### config.mk
export PLATFORM = sky130hd
export DESIGN_NAME = seq_shift_unit_flat
export DESIGN_NICKNAME = d
export VERILOG_FILES = /design/src/rtl/seq_shift_if.sv /design/src/rtl/seq_shift_unit.sv /design/src/flat_wrapper.sv
export SDC_FILE = /design/constraint.sdc
export NUM_CORES = 1
export LEC_CHECK = 0
export CAP_MARGIN = 20
export CORE_MARGIN = 10
export CORE_UTILIZATION = 24
export DETAILED_ROUTE_END_ITERATION = 12
export GPL_ROUTABILITY_DRIVEN = 0
export PLACE_DENSITY = 0.57
export RECOVER_POWER = 25
export SLEW_MARGIN = 20
export SYNTH_ARGS = -nofsm -noshare
export SYNTH_HDL_FRONTEND = slang
export SYNTH_SLANG_ARGS = --single-unit
export TNS_END_PERCENT = 10
### constraint.sdc
create_clock -name clk -period 1.5 [get_ports clk]
set_clock_uncertainty 0.1 [all_clocks]
set_input_delay 0.3 -clock clk [delete_from_list [all_inputs] [get_ports clk]]
set_output_delay 0.3 -clock clk [all_outputs]
set_load 0.01 [all_outputs]
### src/rtl/seq_shift_if.sv
// seq_shift_if: handshake and data bundle for seq_shift_unit.
// The master drives the request side (start/din/amt/dir/mode); the slave
// (the shifter) drives busy/done/out/ser_out.
// Optional macro SEQ_SHIFT_STICKY_EN adds the sticky output.
interface seq_shift_if #(
    parameter int WIDTH = 16,
    parameter int AMT_W = 5
);
    logic             start;
    logic [WIDTH-1:0] din;
    logic [AMT_W-1:0] amt;
    logic             dir;
    logic [1:0]       mode;
    logic             busy;
    logic             done;
    logic [WIDTH-1:0] out;
    logic             ser_out;
`ifdef SEQ_SHIFT_STICKY_EN
    logic             sticky;

    modport master (
        output start, din, amt, dir, mode,
        input  busy, done, out, ser_out, sticky
    );

    modport slave (
        input  start, din, amt, dir, mode,
        output busy, done, out, ser_out, sticky
    );
`else
    modport master (
        output start, din, amt, dir, mode,
        input  busy, done, out, ser_out
    );

    modport slave (
        input  start, din, amt, dir, mode,
        output busy, done, out, ser_out
    );
`endif
endinterface

### src/rtl/seq_shift_unit.sv
// seq_shift_unit: multi-cycle shifter, one bit position per clock.
// Directions: right/left. Modes: 00 arithmetic, 01 logical, 10 rotate,
// 11 logical. Shift/arith amounts are clamped to WIDTH; rotates are not.
// ser_out holds the last bit moved out of the word.
// Optional macro SEQ_SHIFT_STICKY_EN adds a sticky OR of all bits shifted
// out (arithmetic/logical only), used for rounding in the divide path.
// AMT_W is expected to be at most 32.
module seq_shift_unit #(
    parameter int WIDTH = 16,
    parameter int AMT_W = 5
) (
    input logic        clk,
    input logic        reset,
    seq_shift_if.slave bus
);

    typedef enum logic [1:0] {
        ST_IDLE  = 2'b00,
        ST_SHIFT = 2'b01,
        ST_DONE  = 2'b10
    } state_e;

    localparam logic [31:0]      WIDTH_U = 32'(WIDTH);
    localparam logic [AMT_W-1:0] CNT_ONE = AMT_W'(1);
    localparam logic [AMT_W-1:0] CNT_ZERO = AMT_W'(0);

    // Shift amount actually performed: clamped for shifts, raw for rotates.
    function automatic logic [AMT_W-1:0] eff_amount(
        input logic [AMT_W-1:0] a,
        input logic [1:0]       m
    );
        logic [31:0]      a_ext;
        logic [AMT_W-1:0] r;
        a_ext = 32'(a);
        if (m == 2'b10) begin
            r = a;
        end else if (a_ext > WIDTH_U) begin
            r = WIDTH_U[AMT_W-1:0];
        end else begin
            r = a;
        end
        return r;
    endfunction

    // One-position move; result is {bit moved out, new word}.
    function automatic logic [WIDTH:0] shift_step(
        input logic [WIDTH-1:0] w,
        input logic             d,
        input logic [1:0]       m
    );
        logic           fill;
        logic [WIDTH:0] r;
        if (!d) begin
            case (m)
                2'b00:   fill = w[WIDTH-1];
                2'b10:   fill = w[0];
                default: fill = 1'b0;
            endcase
            r = {w[0], fill, w[WIDTH-1:1]};
        end else begin
            if (m == 2'b10) begin
                fill = w[WIDTH-1];
            end else begin
                fill = 1'b0;
            end
            r = {w[WIDTH-1], w[WIDTH-2:0], fill};
        end
        return r;
    endfunction

    state_e           state_q, state_d;
    logic [WIDTH-1:0] out_q, out_d;
    logic             ser_q, ser_d;
    logic [AMT_W-1:0] cnt_q, cnt_d;
    logic             dir_q, dir_d;
    logic [1:0]       mode_q, mode_d;
    logic             busy_q, busy_d;
    logic             done_q, done_d;
    logic [AMT_W-1:0] eff_s;
    logic [WIDTH:0]   step_s;
`ifdef SEQ_SHIFT_STICKY_EN
    logic             sticky_q, sticky_d;
`endif

    assign eff_s  = eff_amount(bus.amt, bus.mode);
    assign step_s = shift_step(out_q, dir_q, mode_q);

    // Next-state, datapath and registered-flag logic.
    always_comb begin
        state_d  = state_q;
        out_d    = out_q;
        ser_d    = ser_q;
        cnt_d    = cnt_q;
        dir_d    = dir_q;
        mode_d   = mode_q;
`ifdef SEQ_SHIFT_STICKY_EN
        sticky_d = sticky_q;
`endif
        case (state_q)
            ST_IDLE, ST_DONE: begin
                if (bus.start) begin
                    out_d  = bus.din;
                    ser_d  = 1'b0;
                    dir_d  = bus.dir;
                    mode_d = bus.mode;
                    cnt_d  = eff_s;
`ifdef SEQ_SHIFT_STICKY_EN
                    sticky_d = 1'b0;
`endif
                    if (eff_s != CNT_ZERO) begin
                        state_d = ST_SHIFT;
                    end else begin
                        state_d = ST_DONE;
                    end
                end else begin
                    state_d = ST_IDLE;
                end
            end
            ST_SHIFT: begin
                out_d = step_s[WIDTH-1:0];
                ser_d = step_s[WIDTH];
                cnt_d = cnt_q - CNT_ONE;
`ifdef SEQ_SHIFT_STICKY_EN
                if (mode_q != 2'b10) begin
                    sticky_d = sticky_q | step_s[WIDTH];
                end else begin
                    sticky_d = sticky_q;
                end
`endif
                if (cnt_q == CNT_ONE) begin
                    state_d = ST_DONE;
                end else begin
                    state_d = ST_SHIFT;
                end
            end
            default: begin
                state_d = ST_IDLE;
            end
        endcase
        busy_d = (state_d == ST_SHIFT);
        done_d = (state_d == ST_DONE);
    end

    // State and datapath registers; reset aborts any operation at once.
    always_ff @(posedge clk or posedge reset) begin
        if (reset) begin
            state_q  <= ST_IDLE;
            out_q    <= '0;
            ser_q    <= 1'b0;
            cnt_q    <= '0;
            dir_q    <= 1'b0;
            mode_q   <= 2'b00;
            busy_q   <= 1'b0;
            done_q   <= 1'b0;
`ifdef SEQ_SHIFT_STICKY_EN
            sticky_q <= 1'b0;
`endif
        end else begin
            state_q  <= state_d;
            out_q    <= out_d;
            ser_q    <= ser_d;
            cnt_q    <= cnt_d;
            dir_q    <= dir_d;
            mode_q   <= mode_d;
            busy_q   <= busy_d;
            done_q   <= done_d;
`ifdef SEQ_SHIFT_STICKY_EN
            sticky_q <= sticky_d;
`endif
        end
    end

    assign bus.busy    = busy_q;
    assign bus.done    = done_q;
    assign bus.out     = out_q;
    assign bus.ser_out = ser_q;
`ifdef SEQ_SHIFT_STICKY_EN
    assign bus.sticky  = sticky_q;
`endif

endmodule

### src/flat_wrapper.sv
// flat-port wrapper written by rule: the top's interface ports become plain ports
module seq_shift_unit_flat 
#(
    parameter int WIDTH = 16,
    parameter int AMT_W = 5
)
  (clk, reset, bus_start, bus_din, bus_amt, bus_dir, bus_mode, bus_busy, bus_done, bus_out, bus_ser_out);
  seq_shift_if #(.WIDTH(WIDTH), .AMT_W(AMT_W)) bus_i ();
  input logic clk;
  input logic reset;
  input wire logic [$bits(bus_i.start)-1:0] bus_start;
  input wire logic [$bits(bus_i.din)-1:0] bus_din;
  input wire logic [$bits(bus_i.amt)-1:0] bus_amt;
  input wire logic [$bits(bus_i.dir)-1:0] bus_dir;
  input wire logic [$bits(bus_i.mode)-1:0] bus_mode;
  output wire logic [$bits(bus_i.busy)-1:0] bus_busy;
  output wire logic [$bits(bus_i.done)-1:0] bus_done;
  output wire logic [$bits(bus_i.out)-1:0] bus_out;
  output wire logic [$bits(bus_i.ser_out)-1:0] bus_ser_out;
  assign bus_i.start = bus_start;
  assign bus_i.din = bus_din;
  assign bus_i.amt = bus_amt;
  assign bus_i.dir = bus_dir;
  assign bus_i.mode = bus_mode;
  assign bus_busy = bus_i.busy;
  assign bus_done = bus_i.done;
  assign bus_out = bus_i.out;
  assign bus_ser_out = bus_i.ser_out;
  seq_shift_unit #(.WIDTH(WIDTH), .AMT_W(AMT_W)) u_core (.clk(clk), .reset(reset), .bus(bus_i));
endmodule
Fig. 1: drive-strength map
(4 px per um)
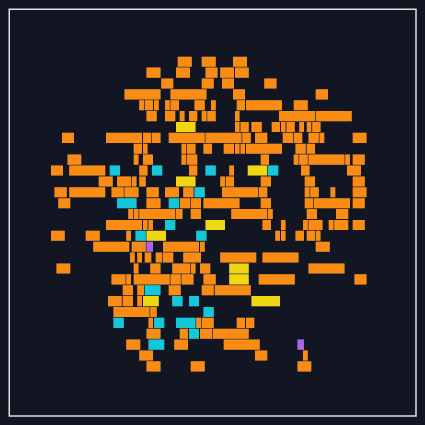
colour	size	cells	share
cyan	_3 and _4 cells	19	8.3%
yellow	_6 and larger	9	3.9%
orange	_0 and _1 cells	200	87%
purple	_2 cells	2	0.87%

Fig. 2: cell outlines without signal wires
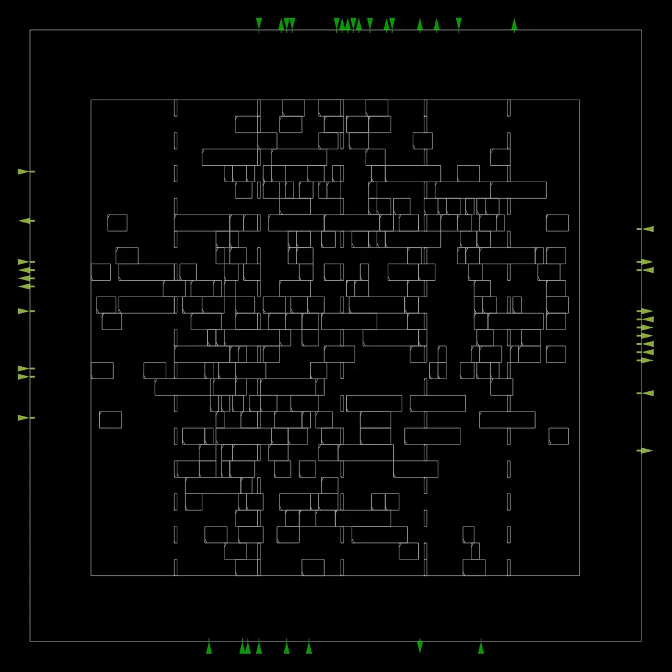
number of fill cells in the layout: 667
area of the core region: 6390 um^2
number of standard cells in the layout, taps in and fillers out: 307
count of flip-flops and latches: 29

Fig. 3: cell classes on the final placement
(4 px per um)
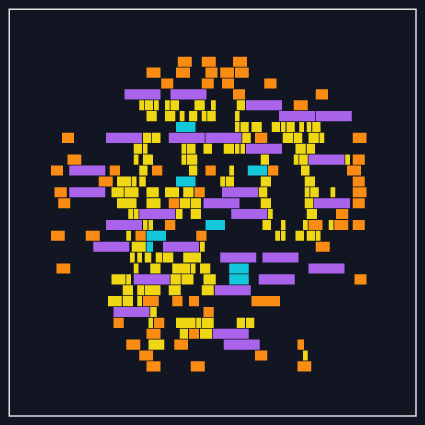
colour	class	cells	share of their area
cyan	clock drivers and dummy loads	8	4.6%
purple	sequential cells	29	33%
orange	remaining buffers and delay cells	63	26%
yellow	combinational and other logic	130	36%

==> reports/qor.txt <==
Run status -> finished clean
Yosys xor share -> 0%
Longest individual stage delay on the worst path -> 0.56 ns
Power consumption -> 4.60 mW
Post-CTS sizing -> 19
Pwr dens -> 2000 nW/um^2
Post-CTS setup buffer count -> 0
Max Slew Vio Count -> 0
Area occupied by multi-input gates -> 783 um^2
Final setup slack of the worst path -> 0.0139 ns
CTS H-tree depth -> 2
Final net count -> 258
Global-route wire length before repair -> 7.87 mm
Total Die Area -> 10,300 um^2
Detailed placement HPWL -> 3.41 mm
Most used flip-flop cell -> sky130_fd_sc_hd__dfrtp_1
Count of clock tree sinks -> 29
Maximum vdd drop -> 0.639 mV
CP max stage cell -> sky130_fd_sc_hd__or4_4
DP Cell Count -> 298
Worst rel slew slack -> 49.2%
Drt total wl -> 4.69 mm
Combined area of all synthesized cells -> 1590 um^2
Quantity of hold-fixing buffers added after cts -> 0
Count of buffers inserted at the top-level ports -> 45
Maximum number of pins on one net before global-route repair -> 39
Post-layout period usage of the worst path -> 99.1%
Synthesized flop and latch total -> 29
Library cell with the highest instance count after synthesis -> sky130_fd_sc_hd__nand2_1
Clock buf count -> 7
Maximum fanout along the worst path -> 4
Routed wirelength normalized by instance count -> 15.3 um
Invs w/o clock -> 5
Layout overhead on the synthesized area -> 44.9%
Yosys top cell by area -> sky130_fd_sc_hd__dfrtp_1
Number of routed nets with antenna violations -> 0
Stages on the worst setup path -> 4
WHS Endpoint -> u_core.bus.ser_out$_DFFE_PP0P_
Overflow left after global routing -> 0
Largest type area fraction -> 45.7%
Number of combinational gates with multiple inputs -> 125
Setup slack of the most critical reg-to-reg path -> 0.12 ns
Leakage -> 0.999 nW
Combinational fraction of the cell area -> 34.0%
Number of violations reported at the end of detailed-routing iteration 0 -> 75
Proportion of power drawn by combinational gates -> 51.0%
Die outline width -> 101 um
Min Tclk post-route -> 1.49 ns
Top class by area -> combinational gates
Most common cell after layout, fill and taps aside -> sky130_fd_sc_hd__nand2_1
Transition time at the pin with the least slew margin -> 0.761 ns
Yosys-reported design area after synthesis -> 1590 um^2
Final standard cell area without fillers -> 2300 um^2
Fraction of the yosys area taken by sequential cells -> 45.7%
Non-Clock Buffer Area Fraction -> 25.0%
CTS root buf -> sky130_fd_sc_hd__clkbuf_8
Final Hold Vio Count -> 0
Clock transition time at the flip-flop clock pins of the worst setup and hold paths -> 0.07 ns
Timing endpoint of the critical path -> u_core.bus.done$_DFF_PP0_
Cell Chain, Critical Path -> clkdlybuf4s50_1 > or4_4 > nor2_4 > o2bb2ai_1
Detailed-route via count -> 1,472
Buffers and inverters on the worst path -> 1
Startpoint class of the critical path -> input pin
Worst reg2reg endpoint -> u_core.bus.out[0]$_DFFE_PP0P_
Area share of fa/ha/maj cells after synthesis -> 1.58%
Most used standard cells in the synthesized netlist -> 37 x sky130_fd_sc_hd__nand2_1, 29 x sky130_fd_sc_hd__dfrtp_1, 17 x sky130_fd_sc_hd__nor2b_1
Multiplexer share -> 1.26%
Most frequently placed logic cells in the final layout -> 37 x sky130_fd_sc_hd__nand2_1, 29 x sky130_fd_sc_hd__dfrtp_1, 25 x sky130_fd_sc_hd__clkdlybuf4s50_1, 19 x sky130_fd_sc_hd__dlygate4sd2_1, 16 x sky130_fd_sc_hd__a211oi_1
Main area contributors -> sky130_fd_sc_hd__dfrtp_1 46%, sky130_fd_sc_hd__nand2_1 8.7%, sky130_fd_sc_hd__a211oi_1 7.6%, sky130_fd_sc_hd__nor2b_1 6.7%, sky130_fd_sc_hd__a31oi_1 5.5%
Peak Freq -> 673 MHz
Min Hold Slack -> 0.404 ns
Post-synthesis async set-or-reset flop share -> 100%
Boundary Pins -> 46
Initial core utilization -> 24.9%
Clock latency on the worst-skew pair -> 0.28 ns
Seq area share -> 31.5%
Post-synth EDFFs -> 0
Antenna cells -> 0
Area taken by flip-flops and latches -> 726 um^2
DRT Pass-1 Iters -> 4
Cell Area, Placed -> 2210 um^2
Total track usage -> 9.49%
Die span in y -> 101 um
Min-Delay Path Depth -> 1
Worst endpoint data arrival time -> 1.58 ns
Tool warnings -> 27
Clock power frac -> 15.6%
Timing startpoint of the critical path -> bus_amt[1]
TritonCTS clock tree -> done
Total DRC errors in the routed layout -> 0
Worst Reg-to-Reg Cells -> 4
Tap cell count -> 77
Count of different cell masters after synthesis -> 31
Number of core rows -> 29
Util after Layout -> 36.0%
Max capacitance violation total -> 0
Number of vias per cell -> 4.79
P_sw -> 1.85 mW
Non-Clock Buffer Count -> 63
Type of element capturing the critical path -> register
Yosys cell count -> 172
Synthesized Nets -> 201
Number of antenna violations at the first check in global routing -> 0
Fraction of final layout cells with drive strength greater than 1 -> 13.0%
Synthesized instance count -> 172
Setup CP Type -> input pin to register
Post-route setup TNS -> 0 ns
Dominant comb cell -> AND-OR/OR-AND gates
Ao+oa area frac -> 23.0%
WP data required -> 1.59 ns
Classification of the worst-slack hold path -> register to register
Per-instance average area after synthesis -> 9.23 um^2
Total clock buffers created by CTS -> 5
Synth Area in Simple Gates -> 22.5%
[layer usage]
layer | vias to the layer above | wire length, um | GRT usage, %
li1 | 737 | - | -
met1 | 700 | 2210 | 11.9
met2 | 30 | 2200 | 14.8
met3 | 5 | 222 | 3.34
met4 | 0 | 51 | 3.22
met5 | - | 0 | 0
[power groups by stage]
stage	Combinational (mW)	Sequential [mW]	Clock, mW
3_5_place_dp	2.52	1.56	0
5_1_grt	2.65	1.61	0.777
4_1_cts	2.37	1.54	0.739
6_report	2.35	1.54	0.716
3_3_place_gp	2.49	1.56	0
2_1_floorplan	1.42	1.58	0
[sequential cells by signal (all words and copies together), names as in the netlist]
register	cells
u_core.bus.done	1
u_core.mode_q	2
u_core.bus.out	16
u_core.bus.ser_out	1
u_core.state_q	2
u_core.dir_q	1
u_core.bus.busy	1
u_core.cnt_q	5
Power and IR drop assume default switching activity.
